`config.mk`:
```
export PLATFORM = sky130hd
export DESIGN_NAME = machine_timer
export DESIGN_NICKNAME = d
export VERILOG_FILES = /design/src/rtl/timer_pkg.sv /design/src/rtl/timer_counter.sv /design/src/rtl/machine_timer.sv
export SDC_FILE = /design/constraint.sdc
export NUM_CORES = 1
export LEC_CHECK = 0
export CELL_PAD_IN_SITES_DETAIL_PLACEMENT = 1
export CELL_PAD_IN_SITES_GLOBAL_PLACEMENT = 1
export CORE_MARGIN = 2
export CORE_UTILIZATION = 45
export CTS_BUF_LIST = sky130_fd_sc_hd__clkbuf_16
export CTS_CLUSTER_DIAMETER = 100
export DETAILED_ROUTE_END_ITERATION = 10
export PLACE_DENSITY = 0.81
export SYNTH_ARGS = -nofsm -noshare
export SYNTH_HDL_FRONTEND = slang
export SYNTH_SLANG_ARGS = --single-unit
```
`constraint.sdc`:
```
create_clock -name clk -period 3.1 [get_ports clk]
set_clock_uncertainty 0.05 [all_clocks]
set_input_delay 0.62 -clock clk [delete_from_list [all_inputs] [get_ports clk]]
set_output_delay 0.62 -clock clk [all_outputs]
set_load 0.01 [all_outputs]
```
`src/rtl/timer_pkg.sv`:
```
// Shared definitions for the memory-mapped machine timer: default base
// address, register offsets and the interrupt state machine encoding.
package timer_pkg;

   localparam logic [31:0] DEFAULT_TIMER_BASE = 32'h0000_4000;

   localparam logic [31:0] OFF_MTIME_LO    = 32'h0000_0000;
   localparam logic [31:0] OFF_MTIME_HI    = 32'h0000_0004;
   localparam logic [31:0] OFF_MTIMECMP_LO = 32'h0000_0008;
   localparam logic [31:0] OFF_MTIMECMP_HI = 32'h0000_000C;
   localparam logic [31:0] OFF_CTRL        = 32'h0000_0010;
   localparam logic [31:0] OFF_PRESCALE    = 32'h0000_0014;

   localparam logic [63:0] MTIMECMP_RESET = 64'hFFFF_FFFF_FFFF_FFFF;

   typedef enum logic [1:0] {
      DISARMED  = 2'd0,
      ARMED     = 2'd1,
      PENDING   = 2'd2,
      INSERVICE = 2'd3
   } timer_state_t;

endpackage

```
`src/rtl/timer_counter.sv`:
```
// Prescaler plus free-running 64-bit mtime counter. A tick is produced
// whenever the prescale counter reaches the programmed prescale value;
// bus loads of either mtime half override a tick in the same cycle.
module timer_counter (
   input  logic        clk,
   input  logic        rst_n,
   input  logic        enable,
   input  logic [7:0]  prescale,
   input  logic        clear_prescale,
   input  logic        load_lo,
   input  logic        load_hi,
   input  logic [31:0] load_data,
   output logic        tick,
   output logic [63:0] mtime
);

   logic [7:0] prescale_count;

   assign tick = enable && (prescale_count == prescale);

   // Prescale counter: counts up while enabled, wraps on tick, cleared by config writes
   always_ff @(posedge clk or negedge rst_n) begin
      if (!rst_n) begin
         prescale_count <= 8'd0;
      end else if (clear_prescale) begin
         prescale_count <= 8'd0;
      end else if (tick) begin
         prescale_count <= 8'd0;
      end else if (enable) begin
         prescale_count <= prescale_count + 8'd1;
      end
   end

   // mtime: a load replaces only its own half, otherwise advance on tick and wrap silently
   always_ff @(posedge clk or negedge rst_n) begin
      if (!rst_n) begin
         mtime <= 64'd0;
      end else if (load_lo) begin
         mtime[31:0] <= load_data;
      end else if (load_hi) begin
         mtime[63:32] <= load_data;
      end else if (tick) begin
         mtime <= mtime + 64'd1;
      end
   end

endmodule

```
`src/rtl/machine_timer.sv`:
```
// Memory-mapped machine timer: register decode, compare logic and the
// interrupt handshake FSM (DISARMED/ARMED/PENDING/INSERVICE). The
// interrupt request is a flop so no input reaches it combinationally.
module machine_timer
   import timer_pkg::*;
#(
   parameter logic [31:0] TIMER_BASE = DEFAULT_TIMER_BASE
) (
   input  logic        clk,
   input  logic        rst_n,
   input  logic        busWriteEnable,
   input  logic [31:0] busAddress,
   input  logic [31:0] busWriteData,
   output logic [31:0] busReadData,
   input  logic        trapTaken,
   input  logic        trapReturn,
   output logic        timerInterrupt
);

   logic         sel_mtime_lo, sel_mtime_hi, sel_cmp_lo, sel_cmp_hi, sel_ctrl, sel_prescale;
   logic         wr_mtime_lo, wr_mtime_hi, wr_cmp_lo, wr_cmp_hi, wr_ctrl, wr_prescale;
   logic         ctrl_enable;
   logic [7:0]   prescale;
   logic [63:0]  mtimecmp;
   logic [63:0]  mtimecmp_written;
   logic [63:0]  mtime;
   logic         tick;
   logic         compare_true;
   logic         compare_after_write;
   timer_state_t state, state_next;

   assign sel_mtime_lo = (busAddress == TIMER_BASE + OFF_MTIME_LO);
   assign sel_mtime_hi = (busAddress == TIMER_BASE + OFF_MTIME_HI);
   assign sel_cmp_lo   = (busAddress == TIMER_BASE + OFF_MTIMECMP_LO);
   assign sel_cmp_hi   = (busAddress == TIMER_BASE + OFF_MTIMECMP_HI);
   assign sel_ctrl     = (busAddress == TIMER_BASE + OFF_CTRL);
   assign sel_prescale = (busAddress == TIMER_BASE + OFF_PRESCALE);

   assign wr_mtime_lo = busWriteEnable && sel_mtime_lo;
   assign wr_mtime_hi = busWriteEnable && sel_mtime_hi;
   assign wr_cmp_lo   = busWriteEnable && sel_cmp_lo;
   assign wr_cmp_hi   = busWriteEnable && sel_cmp_hi;
   assign wr_ctrl     = busWriteEnable && sel_ctrl;
   assign wr_prescale = busWriteEnable && sel_prescale;

   timer_counter u_counter (
      .clk            (clk),
      .rst_n          (rst_n),
      .enable         (ctrl_enable),
      .prescale       (prescale),
      .clear_prescale (wr_ctrl || wr_prescale),
      .load_lo        (wr_mtime_lo),
      .load_hi        (wr_mtime_hi),
      .load_data      (busWriteData),
      .tick           (tick),
      .mtime          (mtime)
   );

   // Compare on registered values; the second form previews a compare-register write
   always_comb begin
      mtimecmp_written = mtimecmp;
      if (wr_cmp_lo) begin
         mtimecmp_written[31:0] = busWriteData;
      end else if (wr_cmp_hi) begin
         mtimecmp_written[63:32] = busWriteData;
      end
      compare_true        = ctrl_enable && (mtime >= mtimecmp);
      compare_after_write = ctrl_enable && (mtime >= mtimecmp_written);
   end

   // Configuration registers: enable bit, prescale value and 64-bit compare value
   always_ff @(posedge clk or negedge rst_n) begin
      if (!rst_n) begin
         ctrl_enable <= 1'b0;
         prescale    <= 8'd0;
         mtimecmp    <= MTIMECMP_RESET;
      end else begin
         if (wr_ctrl) begin
            ctrl_enable <= busWriteData[0];
         end
         if (wr_prescale) begin
            prescale <= busWriteData[7:0];
         end
         if (wr_cmp_lo || wr_cmp_hi) begin
            mtimecmp <= mtimecmp_written;
         end
      end
   end

   // Next-state logic; disabling overrides everything, trapTaken beats a compare rewrite
   always_comb begin
      state_next = state;
      if (wr_ctrl && !busWriteData[0]) begin
         state_next = DISARMED;
      end else begin
         case (state)
            DISARMED:  if (wr_ctrl) state_next = ARMED;
            ARMED:     if (compare_true) state_next = PENDING;
            PENDING: begin
               if (trapTaken) begin
                  state_next = INSERVICE;
               end else if ((wr_cmp_lo || wr_cmp_hi) && !compare_after_write) begin
                  state_next = ARMED;
               end
            end
            INSERVICE: if (trapReturn) state_next = ARMED;
            default:   state_next = DISARMED;
         endcase
      end
   end

   // State register plus interrupt flop decoded from the next state so it tracks PENDING exactly
   always_ff @(posedge clk or negedge rst_n) begin
      if (!rst_n) begin
         state          <= DISARMED;
         timerInterrupt <= 1'b0;
      end else begin
         state          <= state_next;
         timerInterrupt <= (state_next == PENDING);
      end
   end

   // Read mux: exact address match only, unmapped addresses read as zero
   always_comb begin
      busReadData = 32'd0;
      if (sel_mtime_lo) begin
         busReadData = mtime[31:0];
      end else if (sel_mtime_hi) begin
         busReadData = mtime[63:32];
      end else if (sel_cmp_lo) begin
         busReadData = mtimecmp[31:0];
      end else if (sel_cmp_hi) begin
         busReadData = mtimecmp[63:32];
      end else if (sel_ctrl) begin
         busReadData = {31'd0, ctrl_enable};
      end else if (sel_prescale) begin
         busReadData = {24'd0, prescale};
      end
   end

endmodule

```
==> results_dict.tcl, run 1 <==
# yosys + openroad results
set metrics [dict create \
    grt_max_degree 63 \
    finalWorstSetupSlack_ns -1.86 \
    synthCells 1368 \
    wire_per_inst_um 33.0 \
    fp_util_pct 45.9 \
    drive_gt1_share_pct 34.3 \
    cts_root_buf "clkbuf_16" \
    crit_path_frequent_cell "nand4_1" \
    avgSynthCellArea_um2 8.47 \
    layout.cell_area.non_filler_um2 16100 \
    die_h_um 164 \
    synthArstFlopShare_pct 100 \
    cts_htree_levels 4 \
    slew_headroom_pct 27.3 \
    post-route-min-period_ns 4.96 \
    grt_overflow 0 \
    final_max_slew_viol_count 0 \
    crit_path_end_kind "flip-flop" \
    common_cells "a21oi_1 (152), inv_1 (143), ha_1 (130)" \
    setup_viol 43 \
    netlist_area_um2 11600 \
    min_path_type "in -> async" \
    dpl_cell_area_um2 14400 \
    die_w_um 164 \
    dp_cells 1930 \
    powerDensity_nw_per_um2 293 \
    cts_tree "built" \
    status "finished, violations left" \
    crit_cells 21 \
    violations "setup timing" \
    worst_pin_slew_ns 1.08 \
]
## run 1: cell usage in the layout, fill, tap and decap left out, types with 7 or more instances in the layout
master / netlist / routed
nor2_2: 2 / 13
nand3_1: 61 / 57
nor2_1: 119 / 94
buf_4: 4 / 195
a21o_1: 10 / 10
mux2_4: 0 / 13
clkbuf_16: 0 / 17
nand2_1: 95 / 91
buf_6: 3 / 23
xnor2_1: 24 / 24
xor2_1: 21 / 21
mux2i_1: 38 / 37
o21ai_0: 84 / 75
nand4_1: 44 / 44
clkdlybuf4s50_1: 0 / 37
inv_2: 0 / 8
dfstp_2: 64 / 64
nor2_4: 1 / 15
nor3_1: 16 / 13
inv_1: 143 / 136
buf_2: 7 / 41
nor4_4: 1 / 7
mux2_2: 45 / 32
a21oi_2: 21 / 30
and3_1: 16 / 14
a21oi_1: 152 / 143
o21ai_2: 0 / 7
buf_12: 0 / 19
dfrtp_1: 84 / 84
ha_4: 0 / 16
o21ai_1: 13 / 15
o22ai_1: 26 / 22
ha_1: 130 / 113
## run 1: how the worst min path moves through the flow
stage,to,depth (start not counted),slack [ns]
2_1_floorplan,ctrl_enable,0,0.27
6_report,u_counter.mtime[7],1,0.1
3_3_place_gp,mtimecmp[1],2,0.49
3_5_place_dp,prescale[0],1,0.50
4_1_cts,u_counter.mtime[10],1,0.16
5_1_grt,u_counter.mtime[7],1,0.13
## run 1: state kept, by name, indices dropped and copies added (netlist names)
| register | cells |
|---|---|
| ctrl_enable | 1 |
| mtimecmp | 64 |
| prescale | 8 |
| state | 2 |
| timerInterrupt | 1 |
| u_counter.mtime | 64 |
| u_counter.prescale_count | 8 |
## run 1: routing by layer
layer / up-vias / wire length [um] / global-route usage [%]
met1: 6764 / 22000 / 47.6
met5: - / 93 / 0
met3: 599 / 8030 / 13.2
met2: 1305 / 29000 / 71.3
met4: 4 / 7360 / 33.3
li1: 5463 / - / -
## run 1: layout make-up
class,instances,area (um^2)
Clock buffer,17,425
Tap cell,330,413
Clock inverter,15,215
Multi-Input combinational cell,1023,7810
Fill cell,2827,9110
Sequential cell,148,3780
Inverter,143,542
Antenna cell,3,7.51
Timing Repair Buffer,334,2950
## run 1: stage by stage
step / util, % / total power [mW] / worst slack, ns / TNS, ns
2_1_floorplan: - / 2.02 / -0.849 / -2.24
3_3_place_gp: 56.9 / 2.24 / -2.04 / -31.21
3_5_place_dp: 56.9 / 2.25 / -2.19 / -40.22
4_1_cts: 62.4 / 4.60 / -0.893 / -5.87
5_1_grt: 63.9 / 4.78 / -1.91 / -16.34
6_report: 63.9 / 4.74 / -1.86 / -15.18
## run 1: power by group
group	switching, mW	internal, mW	leakage (nW)
Sequential	0.0000000421	1.93	1.81
Combinational	0.185	0.136	5.65
Clock	1.06	1.42	0.314
## run 1: cell families (layout without fill, tap and decap cells)
| family | count (synthesis) | after routing | share of synthesized area, % |
|---|---|---|---|
| fa+ha+maj | 130 | 130 | 14.0 |
| buf+inv | 197 | 509 | 6.78 |
| other cells | 0 | 3 | 0 |
| simple gates | 410 | 410 | 17.6 |
| compound gates | 355 | 355 | 17.9 |
| flops | 148 | 148 | 32.6 |
| xor+xnor | 45 | 45 | 3.40 |
| mux | 83 | 83 | 7.65 |
Figure 1. Signal wires on met3 (run 1).
Scale: 1.5 px per um. Cells faint in the background.
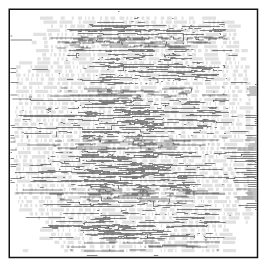
The wires run mostly horizontal. The layer holds 12% of the routed length.

Figure 2. Sequential cells grouped by signal name (run 1).
Scale: 1.5 px per um. Other sequential cells in the stronger gray, the rest of the logic in the fainter gray.
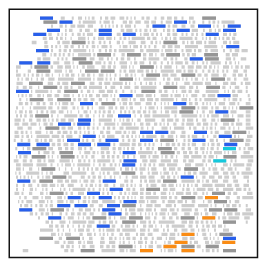
Key: orange = `prescale` [placed flops 8, where bottom right]; blue = `u_counter.mtime` [placed flops 64, where spread over the die]; cyan = `state` [placed flops 2]
Another 74 sequential cells are not colored.

Figure 3. Clock distribution (run 1).
Scale: 2 px per um.
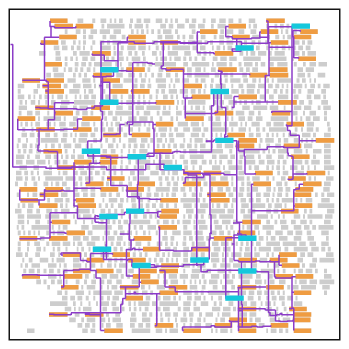
Key: purple = clock wires [length 2930 um]; orange = flip-flops [count 148]; cyan = clock-net drivers [count 17]
There are 18 routed clock nets.
clk pwr: 2.48 mW
Clk pwr share: 52.4%

## Run 2: what changed since run 1
--- a/config.mk
+++ b/config.mk
@@ -16,3 +16,4 @@
 export SYNTH_ARGS = -nofsm -noshare
 export SYNTH_HDL_FRONTEND = slang
 export SYNTH_SLANG_ARGS = --single-unit
+export TNS_END_PERCENT = 5
Figure 4. Track usage over the die (run 2).
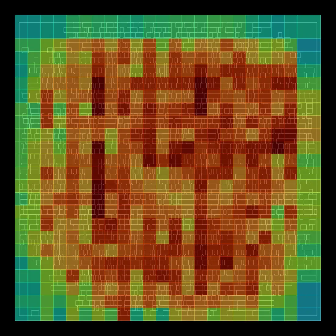
drt wl/cell: 25.5 um
GR peak layer: met2
GR Util met2: 63.7%

Figure 5. Signal wires on met3 (run 2).
Scale: 1.5 px per um. Cells faint in the background.
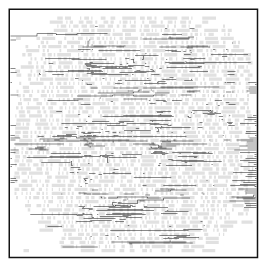
The layer carries 3620 um of wire. The wires run mostly horizontal. The longest straight run is 69.2 um.
drt total wl: 50.2 mm
routed vias: 12500
routing usage on met3: 8.44%

Figure 6. Clock distribution (run 2).
Scale: 2 px per um.
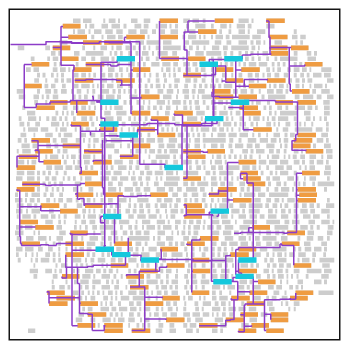
Key: purple = clock wires [length 2440 um]; cyan = clock-net drivers [count 17]; orange = flip-flops [count 148]
Position of the flops: spread over the die.
clk pwr: 2.15 mW
Latency at later pin: 0.45 ns
Clk pwr share: 49.2%

==> run 2 against run 1 <==
The run still ends with setup timing left; cell count decreased by 2.1%; worst hold slack improved by 0.013 ns; sequential power is essentially flat; die area stayed put; count of clock-buffer cells in the layout is the same; final area fell by 5.0%; fmax increased by 18%; combinational power shrank 9.4%; wire length fell by 25%; critical endpoint is now state[0]; largest power group unchanged.
==> results_dict.tcl, run 2 <==
# yosys + openroad results
set metrics [dict create \
    finalWorstSetupSlack_ns -1.12 \
    fillers 2961 \
    setup_viol 35 \
    drive_gt1_share_pct 29.6 \
    avgSynthCellArea_um2 8.47 \
    slew_headroom_pct 55.4 \
    layout_top_cells "buf_4 (165), a21oi_1 (143), inv_1 (137)" \
    grt_overflow 0 \
    dp_cells 1921 \
    synthAoiAreaFrac_pct 17.9 \
    min_path_type "in -> async" \
    status "finished, violations left" \
    worstPathArrival_ns 4.51 \
    cts_htree_levels 4 \
    ys_sh_simple_pct 17.6 \
    ys_warn_count 0 \
    cts_root_buf "clkbuf_16" \
    powerDensity_nw_per_um2 286 \
    final_max_slew_viol_count 0 \
    critPathLaunchType "input pin" \
    syn-num-nets 1567 \
    ys_sh_adder_pct 14.0 \
    violations "setup timing" \
    fp_util_pct 45.9 \
    place_ws_ns -1.73 \
    crit_path_end_kind "flip-flop" \
    netlist_area_um2 11600 \
    layout.cells.non_filler 1971 \
    die_h_um 164 \
    synth.logic.top_family "AND-OR/OR-AND gates" \
    logic_area_um2 7460 \
    drt-pass1-iter-count 7 \
    grt_max_degree 59 \
    die_area_um2 27100 \
    cts_tree "built" \
    worst_pin_slew_ns 0.668 \
    synthArstFlopShare_pct 100 \
    n_antenna_cell 0 \
    die_w_um 164 \
    top_regs "mtimecmp (64), u_counter.mtime (64)" \
    regArea_um2 3780 \
    synthCells 1368 \
    post-route-min-period_ns 4.22 \
    ys_sh_mux_pct 7.65 \
    post-route-util_pct 60.7 \
]
run 2: logic make-up after synthesis:
group	after synthesis
muxes	83
AOI/OAI and AO/OA	355
and+or+nand+nor	410
DFF	148
adders and majority gates	130
buffers and inverters	197
xor gates and xnor gates	45
run 2: area by class of cell:
type	instances	share of cell area (%)
tap	330	2.69
clock inverter	15	1.02
multi-input combinational	1023	48.7
timing repair buffer	295	16.6
clock buffer	17	2.78
inverter	143	3.53
sequential	148	24.7
run 2: repair_timing:
action | 4_1_cts | 5_1_grt
pin swaps | 44 | 26
resized | 212 | 71
hold buffers | 0 | 0
endpoints found under the setup margin | 35 | 35
gates cloned | 2 | 0
buffers inserted | 12 | 4
hold endpoints to repair | 0 | 0
run 2: worst max-delay path, cell delays in order:
cell and delay [ns]:
clkdlybuf4s50_1 0.53, nor2_2 0.07, buf_4 0.15, nand3_2 0.10
nor2_4 0.05, buf_12 0.15, bufbuf_16 0.30, o21ai_0 0.29
inv_1 0.10, ha_1 0.33, nand4_1 0.18, buf_4 0.20
nor4_2 0.25, nand4_1 0.22, a31oi_2 0.27, o41ai_2 0.12
nand4_1 0.16, buf_4 0.14, nand3_2 0.09, and3_4 0.18
run 2: worst min-delay path by stage:
stage | from | to | slack (ns) | depth (start not counted)
3_5_place_dp | prescale[4] | prescale[4] | 0.50 | 1
5_1_grt | rst_n | u_counter.mtime[5] | 0.14 | 1
4_1_cts | rst_n | u_counter.mtime[8] | 0.14 | 1
2_1_floorplan | rst_n | ctrl_enable | 0.27 | 0
6_report | rst_n | u_counter.mtime[5] | 0.11 | 1
3_3_place_gp | prescale[3] | prescale[3] | 0.49 | 1
run 2: metal layers:
metal | GRT usage (%) | wire [um]
met5 | 0 | 0
met4 | 18.3 | 2470
met3 | 8.44 | 3620
met2 | 63.7 | 24500
met1 | 42.8 | 19600
run 2: through the flow:
step | hold WS (ns) | power (mW) | cell area (um^2) | setup TNS (ns)
final | 0.111 | 4.38 | 15300 | -9.20
after global routing | 0.141 | 4.48 | 15300 | -12.49
after CTS | 0.141 | 4.36 | 15200 | -11.19
after detailed placement | 0.502 | 2.25 | 14300 | -44.49
after global placement | 0.492 | 2.25 | 14300 | -38.69
after floorplan | 0.274 | 2.02 | 11700 | -2.24
run 2: report_power, final:
| group | total (mW) | internal (mW) | switching (mW) |
|---|---|---|---|
| Sequential | 1.93 | 1.93 | 0.0000000413 |
| Combinational | 0.290 | 0.132 | 0.159 |
| Clock | 2.15 | 1.19 | 0.965 |
Power is estimated from default activity; no workload was simulated.
